===== config.mk =====
export PLATFORM = sky130hd
export DESIGN_NAME = nibble_seq_adder_flat
export DESIGN_NICKNAME = d
export VERILOG_FILES = /design/src/rtl/nibble_seq_adder_if.sv /design/src/rtl/nibble_seq_adder.sv /design/src/flat_wrapper.sv
export SDC_FILE = /design/constraint.sdc
export NUM_CORES = 1
export LEC_CHECK = 0
export ABC_AREA = 1
export CAP_MARGIN = 5
export CORE_MARGIN = 4
export CORE_UTILIZATION = 45
export CTS_BUF_LIST = sky130_fd_sc_hd__clkbuf_16
export DETAILED_ROUTE_END_ITERATION = 6
export PLACE_DENSITY_LB_ADDON = 0.25
export SLEW_MARGIN = 40
export SYNTH_ARGS = -nofsm -noshare
export SYNTH_HDL_FRONTEND = slang
export SYNTH_SLANG_ARGS = --single-unit

===== constraint.sdc =====
create_clock -name clk -period 1.7 [get_ports clk]
set_clock_uncertainty 0.15 [all_clocks]
set_input_delay 0.51 -clock clk [delete_from_list [all_inputs] [get_ports clk]]
set_output_delay 0.51 -clock clk [all_outputs]
set_load 0.02 [all_outputs]

===== src/rtl/nibble_seq_adder_if.sv =====
// Handshake bundle for nibble_seq_adder.
//   in_valid / in_ready / in_a / in_b          : operand pair, valid/ready
//   out_valid / out_ready / out_sum / out_carry_mid : 9-bit result, valid/ready
// master : the side that supplies operands and consumes results
// slave  : the sequencer itself
interface nibble_seq_adder_if;
  logic       in_valid;
  logic       in_ready;
  logic [7:0] in_a;
  logic [7:0] in_b;
  logic       out_valid;
  logic       out_ready;
  logic [8:0] out_sum;
  logic       out_carry_mid;

  modport master (
    output in_valid, in_a, in_b, out_ready,
    input  in_ready, out_valid, out_sum, out_carry_mid
  );

  modport slave (
    input  in_valid, in_a, in_b, out_ready,
    output in_ready, out_valid, out_sum, out_carry_mid
  );
endinterface


===== src/rtl/nibble_seq_adder.sv =====
// nibble_seq_adder: sequences an external combinational nibble adder to form
// an 8-bit + 8-bit = 9-bit unsigned sum. The latched operands are presented on
// nib_a/nib_b; nib_ctrl selects the low nibble (0) then the high nibble (1),
// and the low-nibble carry is folded into the high-nibble result.
// Ports:
//   clk, rst_n        : clock (rising edge), asynchronous active-low reset
//   bus (slave)       : operand and result valid/ready handshakes
//   nib_a, nib_b      : operands driven to the nibble adder
//   nib_ctrl          : nibble select to the adder
//   nib_q             : 5-bit nibble result from the adder
//   op_count          : results handed off, wraps modulo 2^CNT_W
module nibble_seq_adder #(
  parameter int CNT_W = 8
) (
  input  logic             clk,
  input  logic             rst_n,
  nibble_seq_adder_if.slave bus,
  output logic [7:0]       nib_a,
  output logic [7:0]       nib_b,
  output logic             nib_ctrl,
  input  logic [4:0]       nib_q,
  output logic [CNT_W-1:0] op_count
);

  typedef enum logic [1:0] {
    IDLE = 2'd0,
    LOW  = 2'd1,
    HIGH = 2'd2,
    DONE = 2'd3
  } state_t;

  state_t           state;
  state_t           state_nxt;
  logic [7:0]       op_a;
  logic [7:0]       op_b;
  logic [3:0]       low_q;
  logic             carry_q;
  logic [8:0]       sum_q;
  logic             cmid_q;
  logic [CNT_W-1:0] cnt_q;

  // High nibble plus the carry out of the low nibble; 15+15+1 fits in 5 bits.
  function automatic logic [4:0] high_add(input logic [4:0] q, input logic c);
    return q + {4'b0000, c};
  endfunction

  // State register
  always_ff @(posedge clk or negedge rst_n) begin
    if (!rst_n) state <= IDLE;
    else        state <= state_nxt;
  end

  // Next-state logic
  always_comb begin
    state_nxt = state;
    case (state)
      IDLE:    if (bus.in_valid) state_nxt = LOW;
      LOW:     state_nxt = HIGH;
      HIGH:    state_nxt = DONE;
      DONE:    if (bus.out_ready) state_nxt = IDLE;
      default: state_nxt = IDLE;
    endcase
  end

  // Operand latch, nibble capture, result and counter registers
  always_ff @(posedge clk or negedge rst_n) begin
    if (!rst_n) begin
      op_a    <= '0;
      op_b    <= '0;
      low_q   <= '0;
      carry_q <= 1'b0;
      sum_q   <= '0;
      cmid_q  <= 1'b0;
      cnt_q   <= '0;
    end else begin
      case (state)
        IDLE: begin
          if (bus.in_valid) begin
            op_a <= bus.in_a;
            op_b <= bus.in_b;
          end
        end
        LOW: begin
          low_q   <= nib_q[3:0];
          carry_q <= nib_q[4];
        end
        HIGH: begin
          sum_q  <= {high_add(nib_q, carry_q), low_q};
          cmid_q <= carry_q;
        end
        DONE: begin
          if (bus.out_ready) cnt_q <= cnt_q + CNT_W'(1);
        end
        default: ;
      endcase
    end
  end

  // Outputs decoded from state and registers
  assign nib_a             = op_a;
  assign nib_b             = op_b;
  assign nib_ctrl          = (state == HIGH);
  assign bus.in_ready      = (state == IDLE);
  assign bus.out_valid     = (state == DONE);
  assign bus.out_sum       = sum_q;
  assign bus.out_carry_mid = cmid_q;
  assign op_count          = cnt_q;

endmodule


===== src/flat_wrapper.sv =====
// flat-port wrapper written by rule: the top's interface ports become plain ports
module nibble_seq_adder_flat 
#(
  parameter int CNT_W = 8
)
  (clk, rst_n, nib_a, nib_b, nib_ctrl, nib_q, op_count, bus_in_valid, bus_in_a, bus_in_b, bus_out_ready, bus_in_ready, bus_out_valid, bus_out_sum, bus_out_carry_mid);
  nibble_seq_adder_if bus_i ();
  input  logic clk;
  input  logic rst_n;
  output logic [7:0] nib_a;
  output logic [7:0] nib_b;
  output logic nib_ctrl;
  input  logic [4:0] nib_q;
  output logic [CNT_W-1:0] op_count;
  input wire logic [$bits(bus_i.in_valid)-1:0] bus_in_valid;
  input wire logic [$bits(bus_i.in_a)-1:0] bus_in_a;
  input wire logic [$bits(bus_i.in_b)-1:0] bus_in_b;
  input wire logic [$bits(bus_i.out_ready)-1:0] bus_out_ready;
  output wire logic [$bits(bus_i.in_ready)-1:0] bus_in_ready;
  output wire logic [$bits(bus_i.out_valid)-1:0] bus_out_valid;
  output wire logic [$bits(bus_i.out_sum)-1:0] bus_out_sum;
  output wire logic [$bits(bus_i.out_carry_mid)-1:0] bus_out_carry_mid;
  assign bus_i.in_valid = bus_in_valid;
  assign bus_i.in_a = bus_in_a;
  assign bus_i.in_b = bus_in_b;
  assign bus_i.out_ready = bus_out_ready;
  assign bus_in_ready = bus_i.in_ready;
  assign bus_out_valid = bus_i.out_valid;
  assign bus_out_sum = bus_i.out_sum;
  assign bus_out_carry_mid = bus_i.out_carry_mid;
  nibble_seq_adder #(.CNT_W(CNT_W)) u_core (.clk(clk), .rst_n(rst_n), .bus(bus_i), .nib_a(nib_a), .nib_b(nib_b), .nib_ctrl(nib_ctrl), .nib_q(nib_q), .op_count(op_count));
endmodule

Figure 1. Cell sizes after repair (run 1).
Scale: 6 px per um.
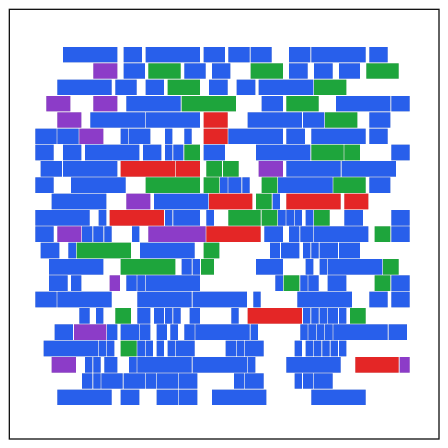
- purple: drive 2 (cells 13; share 5.3%)
- green: drive 3 to 4 (cells 32; share 13%)
- red: drive 6 and up (cells 11; share 4.5%)
- blue: drive 1 or less (cells 189; share 77%)
Design Area, Final: 2760 um2
Layout area overhead: 52.8%
Non-clock buffers: 80
final worst setup slack: -0.0630 ns

Figure 2. Routed metal, one color a layer (run 1).
Scale: 6 px per um. Two of the layers only.
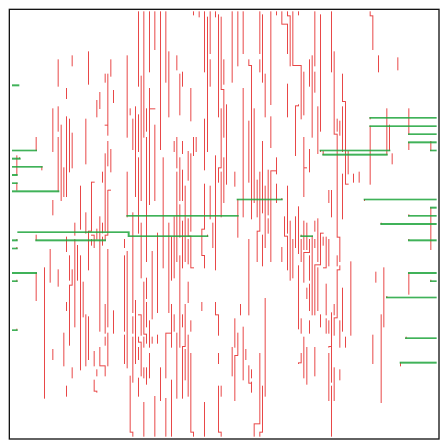
- red: met2 (wire length 2190 um)
- green: met3 (wire length 207 um)
DRT Wirelength: 4.04 mm
Via Count: 1409
total track usage: 0.165
DR WL/cell: 13.8 um

Figure 3. Cell outlines without signal wires (run 1).
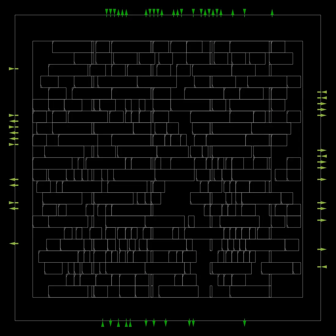
core area: 3770 um2
Finished Layout Cells: 293

==> impl_metrics.toml, run 1 <==
# yosys + openroad results
[layout]
drive_above_1_share = 0.229
num_antenna_cells = 0
utilization = 0.732
final_nets = 276
fillCellCount = 259

[global_routing]
antenna_found_initial = 0
grt_start_max_net_pins = 42
top_usage_layer = "met2"
use_met2 = 0.292
grt_pass1_vias = 1512
grt_pass1_wl_mm = 6.70
gr-usage-met1 = 0.196
use_met3 = 0.0421
grt_overflow = 0

[logic_synthesis]
synthTopCellsByCount = "dfrtp_1, nand2_1, inv_1"
synth_top_cell_by_area = "dfrtp_1"
ys_cells = 161
top_cells_by_area = "dfrtp_1, mux2_4, mux2_2, nand2_1, ha_1"
yosysUniqueCellTypes = 18
ys_area_um2 = 1810
ys_warn_count = 0
ff_type = "dfrtp_1"
most_common_cell = "dfrtp_1"
postSynthSeqShare = 0.568
async_flop_share = 1.00
edf_count = 0
top_area_frac = 0.568
syn_inst = 161

[sta]
hold_ws_ns = 0.0440
max-slew-margin-rel = 0.772
worstMarginPinSlew_ns = 0.342
setup_ws_ns = -0.0630
min_period_over_period = 1.04
drv_slew = 0
setup_viol = 3
finalCriticalPeriod_ns = 1.76
hold_viol_final = 0
rsz0062_at_grt = "true"
fmax_mhz = 567

[placement]
gp_congestion = 0.756
io_buffer_count = 61

[floorplanning]
fp_util = 0.479
dieArea_um2 = 5090
num_io_pins = 62
fp.dieW_um = 71.4

[clock_tree]
cts_max_path_buffers = 2
cts_tree = "built"
root_buffer = "clkbuf_16"
clkSlewWorstSetupHoldPaths_ns = 0.06
cts_inserted_buffers = 5
clock_latency_ns = 0.27
cts.sinks = 41
cts_hold_buf = 0

[power]
switching_share = 0.377
switchingPower_w = 0.00193
power.share.sequential = 0.326
ir_drop_mv = 1.35
share_comb_of_total_power = 0.503
p_int_w = 0.00319
p_leak_nw = 1.35
pwr-share-clk = 0.170

[setup_path]
cp_common_cell = "buf_6"
cp.arrival_ns = 1.10
crit_type = "reg -> out"
cp_cell_sequence = "buf_6, ha_4, buf_6"
max_stage_delay_ns = 0.40
cpMaxStageDelayCell = "dfrtp_1"
crit_buf_inv = 2
startpoint_type = "register"
crit_family = "flip-flops"
worst_ep_required_time_ns = 1.04

[routing]
drtPass1Iterations = 4
vias_per_cell = 4.81
drtIter0Drc = 67
ant_nets = 0
remaining_drc_errors = 0

[job]
drv_cap = 0

[outcome]
violations = "setup timing"
outcome = "finished, violations left"

[hold_path]
hp-class = "in -> async"
## run 1: per-layer routing
metal,vias to the layer above,share of wire
li1,687,-
met1,681,0.40
met2,39,0.54
met3,2,0.051
met4,0,0.0059
met5,-,0
## run 1: sequential cells by signal, summed over array words and instances, names as in the netlist
register,cells
u_core.bus.out_sum,9
u_core.nib_a,8
u_core.nib_b,8
u_core.op_count,8
u_core.low_q,4
u_core.state,2
u_core.bus.out_carry_mid,1
u_core.carry_q,1
## run 1: what timing repair did
item | CTS | global route
endpoints found under the hold margin | 0 | 0
buffers inserted | 1 | 0
gates cloned | 0 | 0
setup endpoints to repair | 43 | 6
resized | 56 | 10
## run 1: kinds of logic (layout without fill, tap and decap cells)
logic type,count (synthesis),count (layout),synth area share
AOI/OAI and AO/OA,17,17,0.0478
xor gates and xnor gates,5,5,0.0242
adders and majority gates,7,7,0.0485
buffers and inverters,24,108,0.0602
DFF,41,41,0.568
muxes,19,19,0.139
and+or+nand+nor,48,48,0.112
## run 1: placed cells by master, fill, tap and decap left out
cell type	count
dfrtp_1	40
dlygate4sd2_1	34
nand2_1	25
clkdlybuf4s50_1	23
inv_1	19
buf_4	17
nor2_1	13
mux2_4	10
mux2_2	9
a21oi_1	8
o21ai_0	8
nand3_1	6
clkbuf_16	5
ha_4	4
buf_6	4
xnor2_1	3
nand4_1	3
xor2_1	2
ha_1	2
clkinv_1	2
inv_4	1
nand2_8	1
o22ai_1	1
ha_2	1
clkinv_2	1
buf_2	1
buf_12	1
dfrtp_2	1
## run 1: power by group through the flow
| stage | logic, W | clock network [W] | registers, W |
|---|---|---|---|
| global placement | 0.00259 | 0 | 0.00165 |
| finish | 0.00258 | 0.000873 | 0.00167 |
| CTS | 0.00251 | 0.000893 | 0.00165 |
| floorplan | 0.000983 | 0 | 0.00213 |
| detailed placement | 0.00268 | 0 | 0.00168 |
| global route | 0.00279 | 0.000945 | 0.00173 |
## run 1: per-stage QoR
step / area [um2] / instances / setup TNS (ns) / setup slack (ns) / power (W)
2_1_floorplan: 1810 / 161 / 0 / 0.0262 / 0.00312
3_3_place_gp: 2590 / 284 / -4.20 / -0.243 / 0.00425
3_5_place_dp: 2590 / 284 / -5.10 / -0.282 / 0.00436
4_1_cts: 2710 / 293 / -0.232 / -0.0852 / 0.00505
5_1_grt: 2760 / 293 / -0.275 / -0.100 / 0.00547
6_report: 2760 / 293 / -0.153 / -0.0630 / 0.00512
## run 1: area by class of cell
class | count | area [um2] | area share
clock buffers | 5 | 125 | 0.0453
clock inverters | 3 | 12.5 | 0.00453
inverters | 20 | 77.6 | 0.0281
multi-input cells | 96 | 733 | 0.266
flip-flops and latches | 41 | 1030 | 0.372
well taps | 48 | 60.1 | 0.0217
repair buffers | 80 | 726 | 0.263
## run 1: worst paths after layout
path,to,cells after the start,start,slack [ns]
worst max-delay path,bus_out_valid,3,u_core.state[1],-0.06
worst min-delay path,u_core.op_count[5],2,rst_n,0.04
worst max register to register,u_core.nib_b[3],5,u_core.state[1],0.10
worst min register to register,u_core.nib_b[5],1,u_core.nib_b[5],0.35
max in group asynchronous,u_core.state[0],2,rst_n,1.13
min in group clk,u_core.nib_b[5],1,u_core.nib_b[5],0.35
==> inputs of run 2 (changes only) <==
--- a/config.mk
+++ b/config.mk
@@ -8,7 +8,7 @@
 export ABC_AREA = 1
 export CAP_MARGIN = 5
 export CORE_MARGIN = 4
-export CORE_UTILIZATION = 45
+export CORE_UTILIZATION = 30
 export CTS_BUF_LIST = sky130_fd_sc_hd__clkbuf_16
 export DETAILED_ROUTE_END_ITERATION = 6
 export PLACE_DENSITY_LB_ADDON = 0.25
@@ -16,3 +16,4 @@
 export SYNTH_ARGS = -nofsm -noshare
 export SYNTH_HDL_FRONTEND = slang
 export SYNTH_SLANG_ARGS = --single-unit
+export TNS_END_PERCENT = 20
Figure 4. Cell outlines without signal wires (run 2).
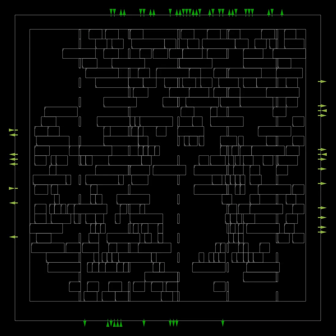
Seq/total area: 0.370
Seq cells: 41
Rows: 28

==> impl_metrics.toml, run 2 <==
# yosys + openroad results
[outcome]
outcome = "finished, violations left"
violations = "setup timing"

[layout]
num_antenna_cells = 0
largest_reg_flops = 9
area_growth_pct = 53.7
layout_top_cell = "dfrtp_1"
final_nets = 277
fillCellCount = 578
design_area_um2 = 2780
drive_above_1_share = 0.236
mostFrequentLayoutCells = "dfrtp_1, dlygate4sd2_1, nand2_1, clkdlybuf4s50_1, buf_4"

[logic_synthesis]
ff_type = "dfrtp_1"
async_flop_share = 1.00
most_common_cell = "dfrtp_1"
synth_top_cell_by_area = "dfrtp_1"
ys.flops = 41
ys_warn_count = 0
syn_area_per_cell_um2 = 11.2
ys_area_um2 = 1810
postSynthSeqShare = 0.568
top_cells_by_area = "dfrtp_1, mux2_4, mux2_2, nand2_1, ha_1"
yosysUniqueCellTypes = 18
syn_nets = 193
synth_area_um2 = 1810
ys_cells = 161
syn_inst = 161
edf_count = 0
synthTopCellsByCount = "dfrtp_1, nand2_1, inv_1"
top_area_frac = 0.568

[global_routing]
grt_overflow = 0
grt_start_max_net_pins = 38
antenna_found_initial = 0
grt_pass1_wl_mm = 6.42
grt_pass1_vias = 1369
grt.total_usage = 0.110

[clock_tree]
cts_tree = "built"
cts.sinks = 41
cts_max_path_buffers = 2
clkSlewWorstSetupHoldPaths_ns = 0.06
cts_inserted_buffers = 5
cts_setup_buffers = 0
cts_htree_levels = 2
root_buffer = "clkbuf_16"
clock_latency_ns = 0.28

[routing]
drtPass1Iterations = 4
wire_per_inst_um = 11.7
highest_layer = "met4"
vias_per_cell = 4.21
met1_length_mm = 1.66
wl_mm = 3.75
ant_nets = 0
wl_met2_mm = 1.88
num_vias = 1353
drtIter0Drc = 30
remaining_drc_errors = 0
wl_met3_um = 164

[sta]
hold_viol_final = 0
drv_slew = 0
worstMarginPinSlew_ns = 0.314
min_period_over_period = 1.02
finalCriticalPeriod_ns = 1.74
setup_viol = 3
max-slew-margin-rel = 0.790
setup_ws_ns = -0.0424
hold_ws_ns = 0.348
final.setup.tns_ns = -0.0671
rsz0062_at_grt = "true"
fmax_mhz = 574

[hold_path]
hp-class = "reg -> reg"

[job]
warning_count = 31
drv_cap = 0

[setup_path]
path_max_fanout = 4
reg2reg_setup_slack_ns = 0.13
worstSetupEndpointType = "output port"
crit_type = "reg -> out"
cp.arrival_ns = 1.08
worst_ep_required_time_ns = 1.04
startpoint_type = "register"

[power]
p_per_area_nw_per_um2 = 1800
p_leak_nw = 1.35
ir_drop_mv = 1.01
p_total_w = 0.00499

[placement]
post-place-ws_ns = -0.276
io_buffer_count = 61
gp_congestion = 0.676
placed_area_um2 = 2630
place_hpwl_mm = 2.79

[floorplanning]
die_height_um = 85.6
dieArea_um2 = 7330
fp_util = 0.307
core_region_area_um2 = 5890
num_io_pins = 62
fp.dieW_um = 85.6
run 2: cell counts after synthesis:
Identical to the previous run, type by type.
run 2: final timing paths:
| check | to | depth (start not counted) | start |
|---|---|---|---|
| max | bus_out_valid | 2 | u_core.state[1] |
| min | u_core.nib_b[4] | 1 | u_core.nib_b[4] |
| max reg2reg | u_core.nib_b[6] | 5 | u_core.state[1] |
| min reg2reg | u_core.nib_b[4] | 1 | u_core.nib_b[4] |
| max in group asynchronous | u_core.state[1] | 3 | rst_n |
| min in group asynchronous | u_core.nib_b[7] | 2 | rst_n |
run 2: cell families after synthesis:
kind of cell	after synthesis	share of synthesized area
buffers and inverters	24	0.0602
AND-OR/OR-AND	17	0.0478
flip-flops	41	0.568
AND/OR/NAND/NOR	48	0.112
adder cells (fa/ha/maj)	7	0.0485
multiplexers	19	0.139
XOR/XNOR	5	0.0242
run 2: layout make-up:
| cell class | instances | area (um2) | area share |
|---|---|---|---|
| tap | 75 | 93.8 | 0.0338 |
| sequential | 41 | 1030 | 0.370 |
| multi-input combinational | 96 | 711 | 0.256 |
| clock buffer | 5 | 125 | 0.0450 |
| inverter | 20 | 75.1 | 0.0270 |
| clock inverter | 3 | 17.5 | 0.00631 |
| timing repair buffer | 81 | 728 | 0.262 |
run 2: worst max-delay path, stage by stage (launching register included):
cell,delay [ns]
dfrtp_2,0.45
ha_2,0.20
buf_4,0.16
run 2: through the flow:
step | util | std cells
3_3_place_gp | 0.446 | 312
4_1_cts | 0.465 | 321
3_5_place_dp | 0.446 | 312
2_1_floorplan | - | 161
5_1_grt | 0.472 | 321
6_report | 0.472 | 321
run 2: power breakdown:
part | switching, W | internal [W]
Sequential | 0.000214 | 0.00143
Combinational | 0.00127 | 0.00117
Clock | 0.000364 | 0.000538
run 2: per-layer routing:
layer  GRT usage  vias up
li1            -      690
met1       0.137      634
met2       0.182       25
met3      0.0307        4
met4      0.0432        0
met5           0        -
run 2: what timing repair did:
action                                  4_1_cts  5_1_grt
pin swaps                                     0        2
resized                                      50       11
hold endpoints to repair                      4        0
hold buffers                                  1        0
endpoints found under the setup margin       42       10
Figure 5. Port wiring (run 2).
Scale: 3 px per um.
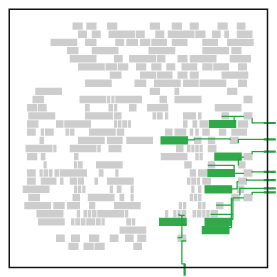

==> inputs of run 3 (changes only) <==
--- a/config.mk
+++ b/config.mk
@@ -11,8 +11,8 @@
 export CORE_UTILIZATION = 30
 export CTS_BUF_LIST = sky130_fd_sc_hd__clkbuf_16
 export DETAILED_ROUTE_END_ITERATION = 6
+export GPL_TIMING_DRIVEN = 0
 export PLACE_DENSITY_LB_ADDON = 0.25
-export SLEW_MARGIN = 40
 export SYNTH_ARGS = -nofsm -noshare
 export SYNTH_HDL_FRONTEND = slang
 export SYNTH_SLANG_ARGS = --single-unit
Figure 6. Port wiring (run 3).
Scale: 3 px per um.
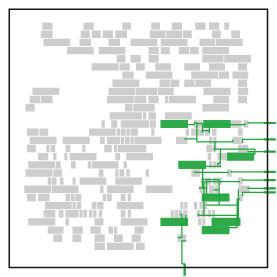
- green: op_count (bits 8; direction output; end cells 8; wire 280 um)
I/O pins: 62
Buffers on Ports: 61

==> impl_metrics.toml, run 3 <==
# yosys + openroad results
[global_routing]
grt_overflow = 0
grt.total_usage = 0.111
grt_pass1_wl_mm = 6.35
grt_start_max_net_pins = 27
grt_pass1_vias = 1305
antenna_found_initial = 0

[clock_tree]
cts_max_path_buffers = 2
cts_tree = "built"
clock_latency_ns = 0.27
cts_inserted_buffers = 5
clkSlewWorstSetupHoldPaths_ns = 0.06
cts.sinks = 41
root_buffer = "clkbuf_16"
cts_hold_buf = 0
cts_htree_levels = 2

[layout]
num_antenna_cells = 0
largest_reg_flops = 9
area_growth_pct = 50.6
mostFrequentLayoutCells = "dfrtp_1, dlygate4sd2_1, nand2_1, clkdlybuf4s50_1, inv_1"
drive_above_1_share = 0.226
final_nets = 266
utilization = 0.462
layout_top_cell = "dfrtp_1"
design_area_um2 = 2720

[setup_path]
crit_type = "reg -> out"
cpMaxStageDelayCell = "dfrtp_2"
path_max_fanout = 4
crit_family = "flip-flops"
crit_buf_inv = 2
worst_ep_required_time_ns = 1.04
cp.arrival_ns = 1.08
worstSetupEndpointType = "output port"
startpoint_type = "register"
max_stage_delay_ns = 0.46
cp_cell_sequence = "inv_2, ha_4, buf_6"

[logic_synthesis]
synth_top_cell_by_area = "dfrtp_1"
syn_area_per_cell_um2 = 11.2
ff_type = "dfrtp_1"
ys_warn_count = 0
top_area_frac = 0.568
syn_inst = 161
ys.flops = 41
syn_nets = 193
most_common_cell = "dfrtp_1"
synthTopCellsByCount = "dfrtp_1, nand2_1, inv_1"
synth_area_um2 = 1810
top_cells_by_area = "dfrtp_1, mux2_4, mux2_2, nand2_1, ha_1"
ys_cells = 161
async_flop_share = 1.00
yosysUniqueCellTypes = 18
edf_count = 0
postSynthSeqShare = 0.568
ys_area_um2 = 1810

[routing]
drtIter0Drc = 13
remaining_drc_errors = 0
drtPass1Iterations = 4
ant_nets = 0
vias_per_cell = 4.25
num_vias = 1319
wire_per_inst_um = 12.3
wl_mm = 3.83

[floorplanning]
rows = 28
fp.dieW_um = 85.6
core_region_area_um2 = 5890
dieArea_um2 = 7330
fp_util = 0.307
die_height_um = 85.6

[power]
p_int_w = 0.00325
power.share.sequential = 0.333
share_comb_of_total_power = 0.462
p_leak_nw = 1.30
switchingPower_w = 0.00186
ir_drop_mv = 0.690
pwr-share-clk = 0.204
switching_share = 0.364
p_total_w = 0.00511
p_per_area_nw_per_um2 = 1880

[outcome]
violations = "setup timing"
outcome = "finished, violations left"

[sta]
hold_ws_ns = 0.00218
setup_ws_ns = -0.0426
drv_slew = 0
min_period_over_period = 1.03
fmax_mhz = 574
rsz0062_at_grt = "true"
worstMarginPinSlew_ns = 0.400
final.setup.tns_ns = -0.107
hold_viol_final = 0
finalCriticalPeriod_ns = 1.74
setup_viol = 3
max-slew-margin-rel = 0.733

[job]
drv_cap = 0
warning_count = 31

[placement]
gp_congestion = 0.677
placed_area_um2 = 2530
place_hpwl_mm = 2.77

[hold_path]
hp-class = "in -> async"
run 3: cell counts after synthesis:
No cell type changed its count.
run 3: routing by layer:
metal,vias to the layer above,global-route usage,part of all wire
met1,624,0.141,0.44
met5,-,0,0
met4,0,0.0475,0.012
li1,664,-,-
met3,2,0.0327,0.050
met2,29,0.175,0.50
run 3: cell type report:
class	count	area, um2
Fill cell	577	3160
Sequential cell	41	1030
Multi-Input combinational cell	96	723
Timing Repair Buffer	66	601
Clock buffer	5	125
Tap cell	75	93.8
Inverter	20	77.6
Clock inverter	3	37.5
Buffer	4	33.8
run 3: kinds of logic after synthesis:
| kind of cell | count (synthesis) | share of synthesized area |
|---|---|---|
| simple gates | 48 | 0.112 |
| flops | 41 | 0.568 |
| buf+inv | 24 | 0.0602 |
| mux | 19 | 0.139 |
| compound gates | 17 | 0.0478 |
| fa+ha+maj | 7 | 0.0485 |
| xor+xnor | 5 | 0.0242 |
run 3: power groups by stage:
stage	sequential (W)	combinational [W]	clock (W)
after global routing	0.00178	0.00257	0.00113
final	0.00171	0.00236	0.00104
after floorplan	0.00213	0.000983	0
after detailed placement	0.00171	0.00249	0
after global placement	0.00170	0.00247	0
after CTS	0.00170	0.00233	0.00108
run 3: per-stage QoR:
| stage | setup WS (ns) | instances |
|---|---|---|
| finish | -0.0426 | 310 |
| global route | -0.0812 | 310 |
| CTS | -0.0960 | 307 |
| detailed placement | -0.374 | 298 |
| global placement | -1.23 | 297 |
| floorplan | 0.0262 | 161 |
run 3: path summary, 6_finish.rpt:
| check | start | endpoint | slack (ns) | cells after the start |
|---|---|---|---|---|
| max | u_core.state[1] | bus_in_ready | -0.04 | 3 |
| max reg2reg | u_core.state[1] | u_core.nib_a[4] | 0.08 | 6 |
| min | rst_n | u_core.nib_a[6] | 0.002 | 1 |
| min reg2reg | u_core.nib_b[4] | u_core.nib_b[4] | 0.35 | 1 |
| max in group asynchronous | rst_n | u_core.state[1] | 0.91 | 2 |
| min in group clk | u_core.nib_b[4] | u_core.nib_b[4] | 0.35 | 1 |
run 3: what timing repair did:
item                                    4_1_cts  5_1_grt
setup buffers                                 1        3
pin swaps                                     1        1
endpoints found under the setup margin       38       14
gates resized                                64       13
run 3: worst reg2reg max path, stage by stage (launching register included):
cell	delay, ns
dfrtp_2	0.43
inv_2	0.07
ha_4	0.16
buf_4	0.15
nand2_8	0.09
buf_12	0.15
mux2_4	0.30
Power is estimated from default activity; no workload was simulated.
